### M2 wires

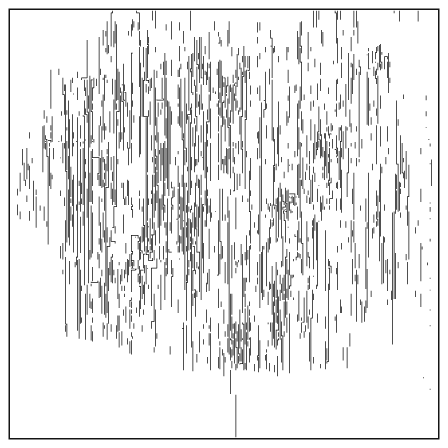
### Sizing map

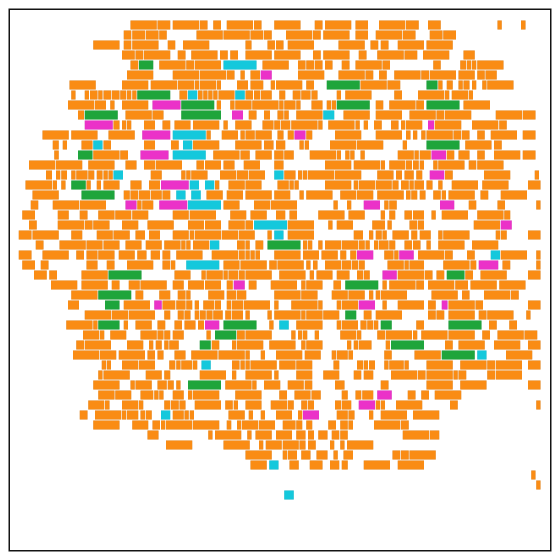
### Selected gate families

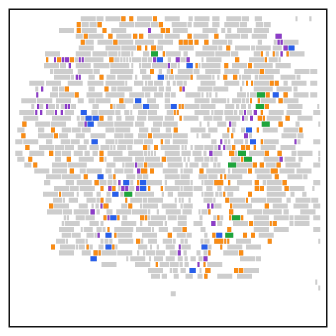
### Cell classes on the final placement

The bar under the picture is 50 µm long. Fill, decap, tap and diode cells in grey.
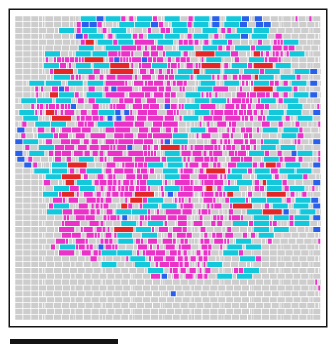
### Clock routing

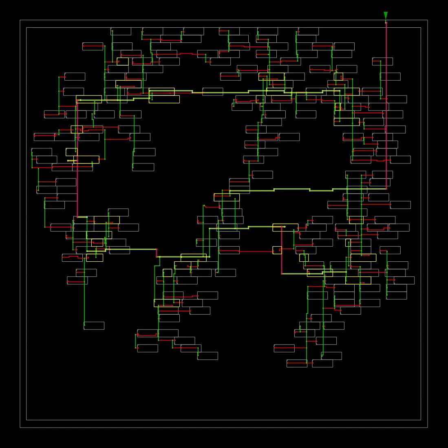
`src/rtl/ov5640_gesture_area_top_pkg.sv`:
```
// Shared constants for the OV5640 capture / skin-detect pipeline:
// pixel widths, chroma coefficients, skin window defaults and latencies.
package ov5640_gesture_area_top_pkg;

  localparam int RGB565_W = 16;
  localparam int RGB888_W = 24;
  localparam int YC_LAT   = 3;
  localparam int PIPE_LAT = 6;

  localparam int WAIT_FRAME_DEF = 10;
  localparam int CB_MIN_DEF     = 77;
  localparam int CB_MAX_DEF     = 127;
  localparam int CR_MIN_DEF     = 133;
  localparam int CR_MAX_DEF     = 173;

  // Chroma weights; both sums carry a +32768 bias so they stay unsigned.
  localparam logic [7:0]  CB_KR = 8'd43;
  localparam logic [7:0]  CB_KG = 8'd85;
  localparam logic [7:0]  CB_KB = 8'd128;
  localparam logic [7:0]  CR_KR = 8'd128;
  localparam logic [7:0]  CR_KG = 8'd107;
  localparam logic [7:0]  CR_KB = 8'd21;
  localparam logic [15:0] YC_OFFSET = 16'd32768;

  function automatic logic [RGB888_W-1:0] rgb565_to_888(input logic [RGB565_W-1:0] p);
    return {p[15:11], 3'b000, p[10:5], 2'b00, p[4:0], 3'b000};
  endfunction

endpackage

```
`src/rtl/ov5640_gesture_area_top_ycbcr_conv.sv`:
```
// Three-stage RGB888 -> Cb/Cr converter with a matched sideband delay for
// vsync, valid, ce and the original RGB. Luma is not consumed by the skin test.
module ov5640_gesture_area_top_ycbcr_conv
  import ov5640_gesture_area_top_pkg::*;
(
  input  logic                i_clk,
  input  logic                i_rst,
  input  logic [RGB888_W-1:0] i_rgb,
  input  logic                i_ce,
  input  logic                i_vsync,
  input  logic                i_valid,
  output logic [7:0]          o_cb,
  output logic [7:0]          o_cr,
  output logic [RGB888_W-1:0] o_rgb,
  output logic                o_ce,
  output logic                o_vsync,
  output logic                o_valid
);

  logic [7:0]  w_r, w_g, w_b;
  logic [15:0] r_r_cb, r_g_cb, r_b_cb;
  logic [15:0] r_r_cr, r_g_cr, r_b_cr;
  logic [15:0] r_cb_sum, r_cr_sum;
  logic [7:0]  r_cb, r_cr;
  logic [YC_LAT-1:0] r_ce_sr, r_vs_sr, r_hs_sr;
  logic [YC_LAT-1:0][RGB888_W-1:0] r_rgb_sr;

  assign w_r = i_rgb[23:16];
  assign w_g = i_rgb[15:8];
  assign w_b = i_rgb[7:0];

  always_ff @(posedge i_clk) begin
    if (i_rst) begin
      r_r_cb   <= '0;
      r_g_cb   <= '0;
      r_b_cb   <= '0;
      r_r_cr   <= '0;
      r_g_cr   <= '0;
      r_b_cr   <= '0;
      r_cb_sum <= '0;
      r_cr_sum <= '0;
      r_cb     <= '0;
      r_cr     <= '0;
      r_ce_sr  <= '0;
      r_vs_sr  <= '0;
      r_hs_sr  <= '0;
      r_rgb_sr <= '0;
    end else begin
      r_r_cb   <= 16'(w_r) * 16'(CB_KR);
      r_g_cb   <= 16'(w_g) * 16'(CB_KG);
      r_b_cb   <= 16'(w_b) * 16'(CB_KB);
      r_r_cr   <= 16'(w_r) * 16'(CR_KR);
      r_g_cr   <= 16'(w_g) * 16'(CR_KG);
      r_b_cr   <= 16'(w_b) * 16'(CR_KB);
      // Positive side plus bias first, so the subtraction never wraps.
      r_cb_sum <= (r_b_cb + YC_OFFSET) - (r_r_cb + r_g_cb);
      r_cr_sum <= (r_r_cr + YC_OFFSET) - (r_g_cr + r_b_cr);
      r_cb     <= r_cb_sum[15:8];
      r_cr     <= r_cr_sum[15:8];
      r_ce_sr  <= {r_ce_sr[YC_LAT-2:0], i_ce};
      r_vs_sr  <= {r_vs_sr[YC_LAT-2:0], i_vsync};
      r_hs_sr  <= {r_hs_sr[YC_LAT-2:0], i_valid};
      r_rgb_sr <= {r_rgb_sr[YC_LAT-2:0], i_rgb};
    end
  end

  assign o_cb    = r_cb;
  assign o_cr    = r_cr;
  assign o_rgb   = r_rgb_sr[YC_LAT-1];
  assign o_ce    = r_ce_sr[YC_LAT-1];
  assign o_vsync = r_vs_sr[YC_LAT-1];
  assign o_valid = r_hs_sr[YC_LAT-1];

endmodule

```
`src/rtl/ov5640_gesture_area_top.sv`:
```
// OV5640 DVP capture: frame skip after reset, RGB565 byte pairing, YCbCr
// conversion and fixed Cb/Cr skin masking. Six register stages end to end.
module ov5640_gesture_area_top
  import ov5640_gesture_area_top_pkg::*;
#(
  parameter int WAIT_FRAME = WAIT_FRAME_DEF,
  parameter int CB_MIN     = CB_MIN_DEF,
  parameter int CB_MAX     = CB_MAX_DEF,
  parameter int CR_MIN     = CR_MIN_DEF,
  parameter int CR_MAX     = CR_MAX_DEF
)(
  input  logic        clk,
  input  logic        rst,
  input  logic        cam_vsync,
  input  logic        cam_href,
  input  logic [7:0]  cam_data,
  output logic        cam_rst_n,
  output logic        cam_pwdn,
  output logic        out_vsync,
  output logic        out_clken,
  output logic        out_valid,
  output logic [23:0] out_data
);

  localparam int CNT_W = $clog2(WAIT_FRAME + 1);

  logic             r_vs_d0, r_hs_d0, r_vs_d1;
  logic [7:0]       r_data_d0;
  logic [CNT_W-1:0] r_frame_cnt;
  logic             r_frame_gate;
  logic             r_byte_flag;
  logic [7:0]       r_byte_hi;
  logic [RGB888_W-1:0] r_pix_rgb;
  logic             r_pix_ce, r_pix_vs, r_pix_hs;
  logic             r_out_vs, r_out_ce, r_out_hs;
  logic [RGB888_W-1:0] r_out_data;

  logic             w_vs_rise, w_frame_ok, w_second;
  logic [7:0]       w_cb, w_cr;
  logic [RGB888_W-1:0] w_yc_rgb;
  logic             w_yc_ce, w_yc_vs, w_yc_hs, w_skin;

  assign cam_rst_n  = 1'b1;
  assign cam_pwdn   = 1'b0;
  assign w_vs_rise  = r_vs_d0 & ~r_vs_d1;
  assign w_frame_ok = (r_frame_cnt == CNT_W'(WAIT_FRAME));
  assign w_second   = r_hs_d0 & r_byte_flag;

  // The gate is latched at each frame start, so a frame is passed whole or not at all.
  always_ff @(posedge clk) begin
    if (rst) begin
      r_vs_d0      <= 1'b0;
      r_hs_d0      <= 1'b0;
      r_data_d0    <= '0;
      r_vs_d1      <= 1'b0;
      r_frame_cnt  <= '0;
      r_frame_gate <= 1'b0;
      r_byte_flag  <= 1'b0;
      r_byte_hi    <= '0;
      r_pix_rgb    <= '0;
      r_pix_ce     <= 1'b0;
      r_pix_vs     <= 1'b0;
      r_pix_hs     <= 1'b0;
    end else begin
      r_vs_d0   <= cam_vsync;
      r_hs_d0   <= cam_href;
      r_data_d0 <= cam_data;
      r_vs_d1   <= r_vs_d0;
      if (w_vs_rise) begin
        r_frame_gate <= w_frame_ok;
        if (!w_frame_ok) r_frame_cnt <= r_frame_cnt + CNT_W'(1);
      end
      r_byte_flag <= r_hs_d0 ? ~r_byte_flag : 1'b0;
      if (r_hs_d0 && !r_byte_flag) r_byte_hi <= r_data_d0;
      if (w_second) r_pix_rgb <= rgb565_to_888({r_byte_hi, r_data_d0});
      r_pix_ce <= w_second;
      r_pix_vs <= r_vs_d0;
      r_pix_hs <= r_hs_d0;
    end
  end

  ov5640_gesture_area_top_ycbcr_conv u_ycbcr (
    .i_clk   (clk),
    .i_rst   (rst),
    .i_rgb   (r_pix_rgb),
    .i_ce    (r_pix_ce),
    .i_vsync (r_pix_vs),
    .i_valid (r_pix_hs),
    .o_cb    (w_cb),
    .o_cr    (w_cr),
    .o_rgb   (w_yc_rgb),
    .o_ce    (w_yc_ce),
    .o_vsync (w_yc_vs),
    .o_valid (w_yc_hs)
  );

  assign w_skin = (w_cb >= 8'(CB_MIN)) && (w_cb <= 8'(CB_MAX)) &&
                  (w_cr >= 8'(CR_MIN)) && (w_cr <= 8'(CR_MAX));

  always_ff @(posedge clk) begin
    if (rst) begin
      r_out_vs   <= 1'b0;
      r_out_ce   <= 1'b0;
      r_out_hs   <= 1'b0;
      r_out_data <= '0;
    end else begin
      r_out_vs   <= w_yc_vs & r_frame_gate;
      r_out_ce   <= w_yc_ce & r_frame_gate;
      r_out_hs   <= w_yc_hs & r_frame_gate;
      r_out_data <= w_skin ? w_yc_rgb : '0;
    end
  end

  assign out_vsync = r_out_vs;
  assign out_clken = r_out_ce;
  assign out_valid = r_out_hs;
  assign out_data  = r_out_data;

endmodule

```
`config.mk`:
```
export PLATFORM = sky130hd
export DESIGN_NAME = ov5640_gesture_area_top
export DESIGN_NICKNAME = d
export VERILOG_FILES = /design/src/rtl/ov5640_gesture_area_top_pkg.sv /design/src/rtl/ov5640_gesture_area_top_ycbcr_conv.sv /design/src/rtl/ov5640_gesture_area_top.sv
export SDC_FILE = /design/constraint.sdc
export NUM_CORES = 1
export LEC_CHECK = 0
export CORE_MARGIN = 2
export CORE_UTILIZATION = 45
export DETAILED_ROUTE_END_ITERATION = 10
export HOLD_SLACK_MARGIN = 0.02
export PLACE_DENSITY = 0.73
export SLEW_MARGIN = 20
export SYNTH_ARGS = -nofsm -noshare
export SYNTH_HDL_FRONTEND = slang
export SYNTH_SLANG_ARGS = --single-unit
export TNS_END_PERCENT = 5
```
`constraint.sdc`:
```
create_clock -name clk -period 3.1 [get_ports clk]
set_input_delay 0.93 -clock clk [delete_from_list [all_inputs] [get_ports clk]]
set_output_delay 0.93 -clock clk [all_outputs]
set_load 0.05 [all_outputs]
```
==> job_summary.md <==
### Flow metrics

| Metric | Value |
|---|---|
| OpenROAD warning count | `36` |
| Placer's final routability congestion estimate | `around 0.85` |
| Most used DFF post-synth | `dfxtp_1` |
| Cell types occupying the most area after synthesis | `dfxtp_1, ha_1, nor2b_1` |
| Ys cells | `just over 900` |
| Achievable frequency | `around 0.32 GHz` |
| Result of the run | `complete, no violations` |
| Cell area after placement | `a little under 10,000 µm²` |
| Number of maximum-capacitance violations | `0` |
| Start-to-end type of the worst setup path | `flop to flop` |
| Number of nets in the layout | `1,122` |
| Floorplan die area | `21,600 µm²` |
| Synthesized area | `about 9200 µm²` |
| Maximum fanout count along the critical path | `5` |
| Minimum clock period | `3.08 ns` |
| Die extent in x | `~150 µm` |
| Crit-path cells | `buf_4, ha_1, inv_1, ha_1, a21o_1, fa_1, ha_1, o21a_1, a21o_1, a2bb2oi_1, a21oi_1, a31o_2` |
| Total GRT Usage | `0.165` |
| Worst path most repeated cell | `ha_1` |
| First-pass GRT wire length | `28,200 µm` |
| Pre-Repair DR Iteration Count | `5` |
| Fraction of post-synthesis cell area in the top cell type by area | `0.418` |
| # placed instances | `approximately 1,200` |
| Standard-cell rows | `between 50 and 60` |
| I/O pin cnt | `roughly 40` |
| DRT iter0 DRCs | `~340` |
| Antenna violations before repair | `1` |
| Root buffer cell | `clkbuf_16` |
| Multi-input gate area in the final layout | `roughly 4900 µm²` |
| Registers, synthesis | `about 190` |
| Cell depth of the worst hold path | `1` |
| Hold/Removal Path Class | `flop to flop` |
| Yosys stat area | `approximately 9200 µm²` |
| RSZ-0062 raised after global routing | `yes` |
| Antenna cells | `0` |
| Total setup violations reported at the end of the flow | `0` |
| Post-route standard cell area excluding fillers | `~11,000 µm²` |
| Post-synthesis area per instance | `between 9 and 10 µm²` |
| Buffer depth of the longest clock path | `2` |
| IO Port Bufs | `30` |
| Worst-Margin Slew | `~0.73 ns` |
| Buffers and inverters on the worst path | `2` |
| Busiest metal layer after global routing | `met2` |
| Power density normalized to cell area | `526 nW/µm²` |
| Synthesized instance count | `slightly above 900` |
| Share of flip-flops with an asynchronous set or reset | `0` |
| Final core utilization | `0.523` |
| Family with the most delay on the worst path | `adder cells` |
| Met3 Track Usage GR | `0.0373` |
| Top cells by count | `dfxtp_1, ha_1, nor2b_1, inv_1, nor2_1` |
| Area of all sequential standard cells | `between 3000 and 4000 µm²` |
| Worst Hold Margin | `roughly 0.43 ns` |
| Leak Pwr | `around 4.7 nW` |
| Antenna violation net count after detailed routing | `0` |
| Largest area contributor in the synthesized netlist | `dfxtp_1` |
| Total Power Consumption | `roughly 5.5 mW` |
| Drt drc | `0` |
| Final-layout setup total negative slack | `0 ns` |
| Max-slew headroom at the worst pin | `0.510` |
| Sort of element at the end of the critical path | `flop` |
| H-Tree Depth | `4` |
| Area growth syn-to-layout | `14.4%` |
| Number of warnings issued by yosys | `0` |
| Count of fill cells added during filler insertion | `approximately 1,800` |
| Unique cell type count in the Yosys netlist | `59` |
| WP depth | `12` |
| Core region area | `20,100 µm²` |
| Length in cells of the worst reg-to-reg path | `12` |
| Crit path max-delay cell type | `fa_1` |
| Maximum resistive drop on vdd | `between 0.3 and 0.4 mV` |
| Top cell type by instance count after synthesis | `dfxtp_1` |
| Max-slew violation total from the final report | `0` |
| WP data arrival | `3.41 ns` |
Notes on 'M2 wires' above:
nets with wire on the layer: 891
share of all routed wire: 47%
wire length on this layer: 8,250 µm
longest straight run: 58.6 µm
main direction: vertical
met2 capacity usage during global routing: 0.274
Via Count: 6,071
Total Wirelength: 17,400 µm

Notes on 'Sizing map' above:
legend:
  x6 and larger:
    colour: green
    cells: 29
    share: 3.0%
    most_used: clkbuf_16
  x1 and smaller:
    colour: orange
    cells: 893
    share: 91%
    most_used: dfxtp_1
  x2:
    colour: magenta
    cells: 28
    share: 2.9%
    most_used: mux2_2
  x3 and x4:
    colour: cyan
    cells: 26
    share: 2.7%
    most_used: buf_4

Notes on 'Selected gate families' above:
legend:
  nor cells:
    colour: orange
    cells: 183
    most_used: nor2b_1
  mux cells:
    colour: green
    cells: 10
    most_used: mux2_2
  xor and xnor cells:
    colour: blue
    cells: 27
    most_used: xnor2_1
  nand cells:
    colour: purple
    cells: 60
    most_used: nand2_1
most frequently placed logic cell in the final layout: dfxtp_1
non-filler instance count after layout: 1,246
Comb/total area: 0.470

Notes on 'Cell classes on the final placement' above:
legend:
  remaining logic cells:
    colour: magenta
    cells: 704
    share_of_their_area: 52%
  clock drivers and dummy loads:
    colour: red
    cells: 32
    share_of_their_area: 5.9%
  remaining buffers and delay cells:
    colour: blue
    cells: 48
    share_of_their_area: 4.3%
  registers:
    colour: cyan
    cells: 192
    share_of_their_area: 38%

Notes on 'Clock routing' above:
Flops: 192
clock latency at the later pin of the worst-skew pair: 0.44 ns
Layout clock buffers: 18
CTS sink count: 192
TritonCTS Buffers: 17

cell families (layout without fill, tap and decap cells):
family / Yosys count / count (layout) / synth area share
simple gates: 273 / 273 / 0.159
xor+xnor: 27 / 27 / 0.0257
mux: 10 / 10 / 0.0121
flops: 192 / 192 / 0.418
other cells: 2 / 10 / 0.000817
compound gates: 143 / 143 / 0.106
fa+ha+maj: 148 / 148 / 0.221
buf+inv: 127 / 173 / 0.0569
repair_timing:
item	CTS	global route
buffers inserted	0	0
pin swaps	1	4
hold buffers	0	0
setup endpoints to repair	2	6
gates resized	2	15
power by group:
group / leakage [nW] / internal [mW] / switching (mW) / total [mW]
registers: 1.56 / 2.60 / 0.0425 / 2.64
logic: 2.88 / 0.321 / 0.382 / 0.703
clock network: 0.299 / 1.17 / 1.01 / 2.18
total: 4.75 / 4.09 / 1.43 / 5.52
sequential cells by signal, summed over array words and instances, names as in the netlist, 4 cells and up:
| signal | flops |
|---|---|
| u_ycbcr.r_b_cr | 8 |
| u_ycbcr.r_r_cb | 10 |
| u_ycbcr.r_cb_sum | 8 |
| u_ycbcr.o_cb | 8 |
| u_ycbcr.o_cr | 8 |
| u_ycbcr.o_rgb | 16 |
| r_byte_hi | 8 |
| u_ycbcr.r_g_cr | 12 |
| u_ycbcr.r_g_cb | 11 |
| u_ycbcr.r_cr_sum | 9 |
| u_ycbcr.r_rgb_sr | 31 |
| out_data | 16 |
| r_frame_cnt | 4 |
| r_pix_rgb | 16 |
| r_data_d0 | 8 |
final timing paths:
path,startpoint,end
max reg2reg,r_pix_rgb[15],u_ycbcr.r_g_cr[14]
max,r_pix_rgb[15],u_ycbcr.r_g_cr[14]
min,u_ycbcr.o_rgb[23],out_data[23]
min reg2reg,u_ycbcr.o_rgb[23],out_data[23]
layout by cell type (no fill, tap or decap), drive strengths merged, types with 3 or more instances in the layout:
cell	n
a21o	14
a21boi	3
o21a	5
ha	123
o211ai	5
xor2	13
dfxtp	192
inv	100
nand2	39
a31o	3
nand2b	3
nor2b	104
and3	3
a21oi	41
a31oi	5
clkinv	6
o211a	5
nor3b	5
nor3	9
and2	21
clkbuf	18
o22a	16
fa	24
o21ai	23
nand4	4
nor4	3
buf	19
conb	10
clkdlybuf4s50	29
nand3	13
mux2	9
a211oi	8
or3	3
nor2	61
xnor2	14
final cells by class:
type                       instances  share of cell area
inverter                          93              0.0332
clock inverter                    14              0.0154
tap                              270              0.0321
multi-input combinational        611               0.470
clock buffer                      18              0.0418
timing repair buffer              48              0.0412
sequential                       192               0.366
metal layers:
metal,wire [µm],vias to the layer above,share of wire
met3,544,15,0.031
li1,-,3137,-
met5,0,-,0
met2,8250,105,0.47
met4,188,0,0.011
met1,8390,2814,0.48
Power figures rest on the tool's default switching activity, not on a simulated workload.
